### src/rtl/nibble_serial_adder_ctrl.sv
// rtl/nibble_serial_adder_ctrl.sv - WIDTH-bit add/subtract time-multiplexed over one 4-bit ripple-carry slice
//
// Purpose:
//   Accepts an operand pair over a valid/ready handshake and computes A+B+cin
//   or A-B (as A+~B+1). It runs the single 4-bit slice once per nibble,
//   least-significant nibble first. The result is then presented over a
//   second valid/ready handshake until the consumer takes it.
//
// Ports:
//   clk          rising-edge clock
//   rst_n        asynchronous active-low reset
//   start_valid  operand request valid
//   start_ready  request can be accepted (IDLE decode)
//   a, b         operands, sampled on the accept edge only
//   cin          carry-in for add; ignored for subtract
//   sub          0: A+B+cin, 1: A-B
//   result       registered sum/difference, meaningful while done_valid=1
//   cout         carry out of the MSB nibble (1 = no borrow when sub=1)
//   done_valid   result/cout valid
//   done_ready   consumer accepts the result
//   busy         operation in progress or awaiting hand-off

module nibble_serial_adder_ctrl #(
    parameter int WIDTH = 16
) (
    input  logic             clk,
    input  logic             rst_n,
    input  logic             start_valid,
    output logic             start_ready,
    input  logic [WIDTH-1:0] a,
    input  logic [WIDTH-1:0] b,
    input  logic             cin,
    input  logic             sub,
    output logic [WIDTH-1:0] result,
    output logic             cout,
    output logic             done_valid,
    input  logic             done_ready,
    output logic             busy
);

    localparam int NIB = WIDTH / 4;
    // Keep the counter at least one bit wide so a single-nibble instance still elaborates.
    localparam int KW  = (NIB > 1) ? $clog2(NIB) : 1;

    typedef enum logic [1:0] {
        S_IDLE,
        S_RUN,
        S_DONE
    } state_t;

    state_t           state_q;
    logic [KW-1:0]    k_q;
    logic             carry_q;
    logic [WIDTH-1:0] opa_q;
    logic [WIDTH-1:0] opb_q;
    logic [WIDTH-1:0] result_q;
    logic             cout_q;
    logic             done_valid_q;

    // Nibble views of the captured operands, selected by the counter.
    logic [3:0] opa_nib [NIB];
    logic [3:0] opb_nib [NIB];

    for (genvar gi = 0; gi < NIB; gi++) begin : g_nib
        assign opa_nib[gi] = opa_q[4*gi +: 4];
        assign opb_nib[gi] = opb_q[4*gi +: 4];
    end

    logic [3:0] slice_a;
    logic [3:0] slice_b;
    logic [3:0] slice_sum;
    logic [4:0] slice_c;
    logic       slice_cout;
    logic       last_nib;

    // The shared 4-bit ripple-carry slice: a plain full-adder chain.
    always_comb begin
        slice_a    = opa_nib[k_q];
        slice_b    = opb_nib[k_q];
        slice_sum  = '0;
        slice_c    = '0;
        slice_c[0] = carry_q;
        for (int i = 0; i < 4; i++) begin
            slice_sum[i]  = slice_a[i] ^ slice_b[i] ^ slice_c[i];
            slice_c[i+1]  = (slice_a[i] & slice_b[i]) | (slice_c[i] & (slice_a[i] ^ slice_b[i]));
        end
        slice_cout = slice_c[4];
    end

    assign last_nib = (k_q == KW'(NIB - 1));

    always_ff @(posedge clk or negedge rst_n) begin
        if (!rst_n) begin
            state_q      <= S_IDLE;
            k_q          <= '0;
            carry_q      <= 1'b0;
            opa_q        <= '0;
            opb_q        <= '0;
            result_q     <= '0;
            cout_q       <= 1'b0;
            done_valid_q <= 1'b0;
        end else begin
            case (state_q)
                S_IDLE: begin
                    if (start_valid) begin
                        opa_q    <= a;
                        // Subtraction is A + ~B + 1: invert B here and seed the carry with 1.
                        opb_q    <= sub ? ~b : b;
                        carry_q  <= sub ? 1'b1 : cin;
                        k_q      <= '0;
                        result_q <= '0;
                        cout_q   <= 1'b0;
                        state_q  <= S_RUN;
                    end
                end
                S_RUN: begin
                    for (int i = 0; i < NIB; i++) begin
                        if (k_q == KW'(i)) begin
                            result_q[4*i +: 4] <= slice_sum;
                        end
                    end
                    carry_q <= slice_cout;
                    if (last_nib) begin
                        k_q          <= '0;
                        cout_q       <= slice_cout;
                        done_valid_q <= 1'b1;
                        state_q      <= S_DONE;
                    end else begin
                        k_q <= k_q + KW'(1);
                    end
                end
                S_DONE: begin
                    if (done_ready) begin
                        done_valid_q <= 1'b0;
                        state_q      <= S_IDLE;
                    end
                end
                default: begin
                    state_q <= S_IDLE;
                end
            endcase
        end
    end

    assign start_ready = (state_q == S_IDLE);
    assign busy        = (state_q != S_IDLE);
    assign result      = result_q;
    assign cout        = cout_q;
    assign done_valid  = done_valid_q;

endmodule

### config.mk
export PLATFORM = sky130hd
export DESIGN_NAME = nibble_serial_adder_ctrl
export DESIGN_NICKNAME = d
export VERILOG_FILES = /design/src/rtl/nibble_serial_adder_ctrl.sv
export SDC_FILE = /design/constraint.sdc
export NUM_CORES = 1
export LEC_CHECK = 0
export CAP_MARGIN = 30
export CORE_ASPECT_RATIO = 0.8
export CORE_MARGIN = 2
export CORE_UTILIZATION = 50
export CTS_CLUSTER_SIZE = 14
export DETAILED_ROUTE_END_ITERATION = 8
export PLACE_DENSITY = 0.82
export SETUP_SLACK_MARGIN = 0.15
export SLEW_MARGIN = 20
export SYNTH_ARGS = -nofsm -noshare
export SYNTH_HDL_FRONTEND = slang
export SYNTH_SLANG_ARGS = --single-unit
### constraint.sdc
create_clock -name clk -period 7.2 [get_ports clk]
set_clock_uncertainty 0.1 [all_clocks]
set_input_delay 1.44 -clock clk [delete_from_list [all_inputs] [get_ports clk]]
set_output_delay 1.44 -clock clk [all_outputs]
set_load 0.05 [all_outputs]
The metal 1 layer:
Supply wires on this layer in grey.
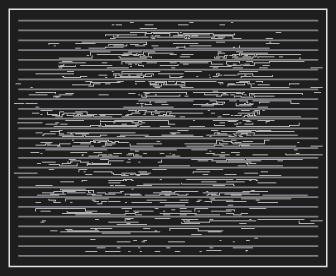
wire length on this layer: 2500 um
share of all routed wire: 48%
main direction: horizontal
nets with wire on the layer: 280
longest straight run: 27.6 um

Metal 2:
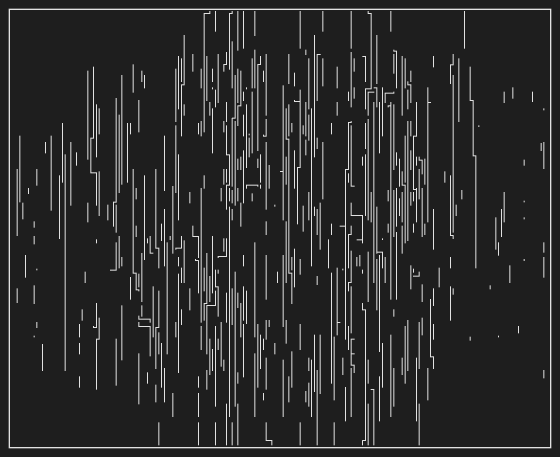
nets with wire on the layer: 274
wire length on this layer: 2470 um
share of all routed wire: 47%

Metal 3:
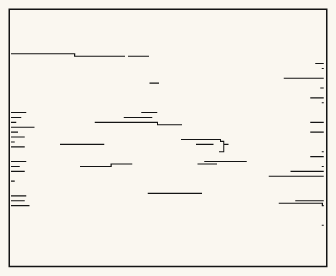
longest straight run: 17.5 um
nets with wire on the layer: 42
share of all routed wire: 5.2%
wire length on this layer: 275 um

==> results.cfg <==
; flow metrics
[status]
status = finished clean

[finish]
comb_cells = 142
drive_gt1_share_pct = 15.8
buffer_area_share_pct = 16.6
stdcell_area_mm2 = 0.00349
logic_area_mm2 = 0.00126
clock_area_share_pct = 3.23
ff_latch_area_mm2 = 0.00138
lay_top_count = clkdlybuf4s50_1
fillerInstances = 437

[worst_setup_path]
r2r-end = result[7]
cp.arrival_ps = 2270
cp_num_buf_inv = 2
cp_slowest_cell = clkdlybuf4s50_1
end_kind = primary output
path_delay_family = buffers and inverters
path_depth = 3
r2r_slack_ps = 3770
reg2regPathDepth = 10

[synthesis]
yosys_cells = 226
postSynthAreaPerCell_um2 = 12.4
syn_area_mm2 = 0.00280
synth_cell_types = 27
ys_seq_share_pct = 49.1
synth_nets = 272
ys.flops = 55

[routing]
drtIter0Drc = 110
met3WireLength_um = 274
avgViaCountPerCell = 5.19
wire_per_inst_um = 14.7
totalWireLength_mm = 5.26
met2_length_mm = 2.47

[clock_network]
holdBufCountCts = 0
clk_pin_slew_ps = 100

[sta]
worst_slack_ps = 3390
worst_pin_slew_ps = 929
rsz0062_at_grt = no
timing.final.crit_share_pct = 53.0

[placed_design]
io_buffers = 57
hpwl_mm = 3.80

[floorplan]
die_w_um = 87.7
nWellTaps = 78

[hold_path]
worst_hold_path_type = reg2reg

[job]
tool_warnings = 29

[pwr]
power.leakage_nw = 1.45
peakVddDrop_mv = 0.205
The clock network:
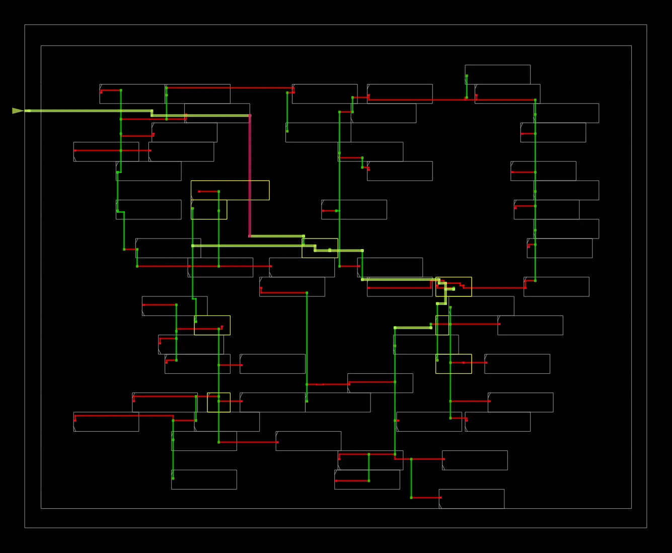
Clk power: 0.205 mW
# clk buffers: 5
Late-Pin Clk Latency: 310 ps
num sequential: 55
number of buffers created by CTS: 5

Wire density map:
The bar under the picture is 20 um long. The die is cut into 18 by 14 equal tiles; dark purple is low, yellow is high, scaled to the fullest tile. Values are wire area over tile area, all layers added.
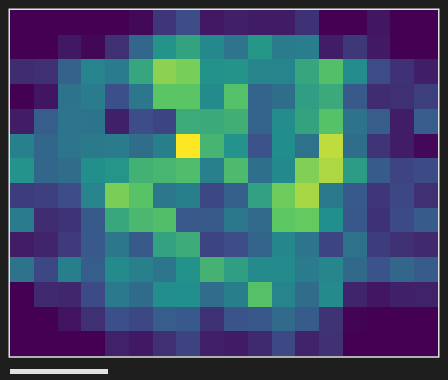
densest ninth of the die: centre
tiles over half the peak: 19%
fullest tile: 0.42
nearly empty tiles: 12%
GRT Util Overall: 18.6%
vias: 1853

[registers in the layout, summed over array words and instances (netlist names)]
name and count:
opa_q 16, cout 1, k_q 2, state_q 2
done_valid 1, result 16, opb_q 16, carry_q 1
[synthesized netlist by cell type]
cell type and count:
buf_6 4, mux2i_1 1, a22o_1 27, fa_1 4, nor2_1 21, nand2b_1 4
inv_1 14, nand2_1 3, or2_2 1, clkbuf_1 2, nor3b_4 1, a21oi_2 4
nor2b_1 5, ha_1 4, mux4_2 8, nor3_1 1, o31ai_1 1, o21ai_2 1
buf_4 5, o221a_2 1, xnor2_1 16, mux2_2 16, a21oi_1 14, buf_2 3
o2bb2ai_1 9, inv_2 1, dfrtp_1 55
[cell families (layout without fill, tap and decap cells)]
| family | count (synthesis) | count (layout) | synth area share, % |
|---|---|---|---|
| AOI/OAI and AO/OA | 57 | 57 | 16.0 |
| xor gates and xnor gates | 16 | 16 | 5.00 |
| adders and majority gates | 8 | 8 | 4.64 |
| buffers and inverters | 29 | 82 | 5.76 |
| DFF | 55 | 55 | 49.1 |
| muxes | 25 | 25 | 13.2 |
| and+or+nand+nor | 36 | 36 | 6.29 |
[metrics by stage]
| step | util [%] | hold WS [ps] |
|---|---|---|
| final | 64.2 | 418 |
| after global routing | 64.2 | 441 |
| after CTS | 64.2 | 421 |
| after detailed placement | 62.1 | 395 |
| after global placement | 62.1 | 387 |
| after floorplan | - | 375 |
[worst reg2reg max path: cells and delay by family (launching register included)]
family	cells	cell delay (ps)
AND-OR/OR-AND	2	300
flip-flops	1	770
adder cells (fa/ha/maj)	4	1380
multiplexers	1	610
buffers and inverters	3	210
[power breakdown]
part,switching (mW),internal [mW],leakage (nW)
Clock,0.101,0.104,0.0581
Combinational,0.529,0.479,0.735
Sequential,0.137,0.453,0.659
Total,0.767,1.04,1.45
Power figures rest on the tool's default switching activity, not on a simulated workload.
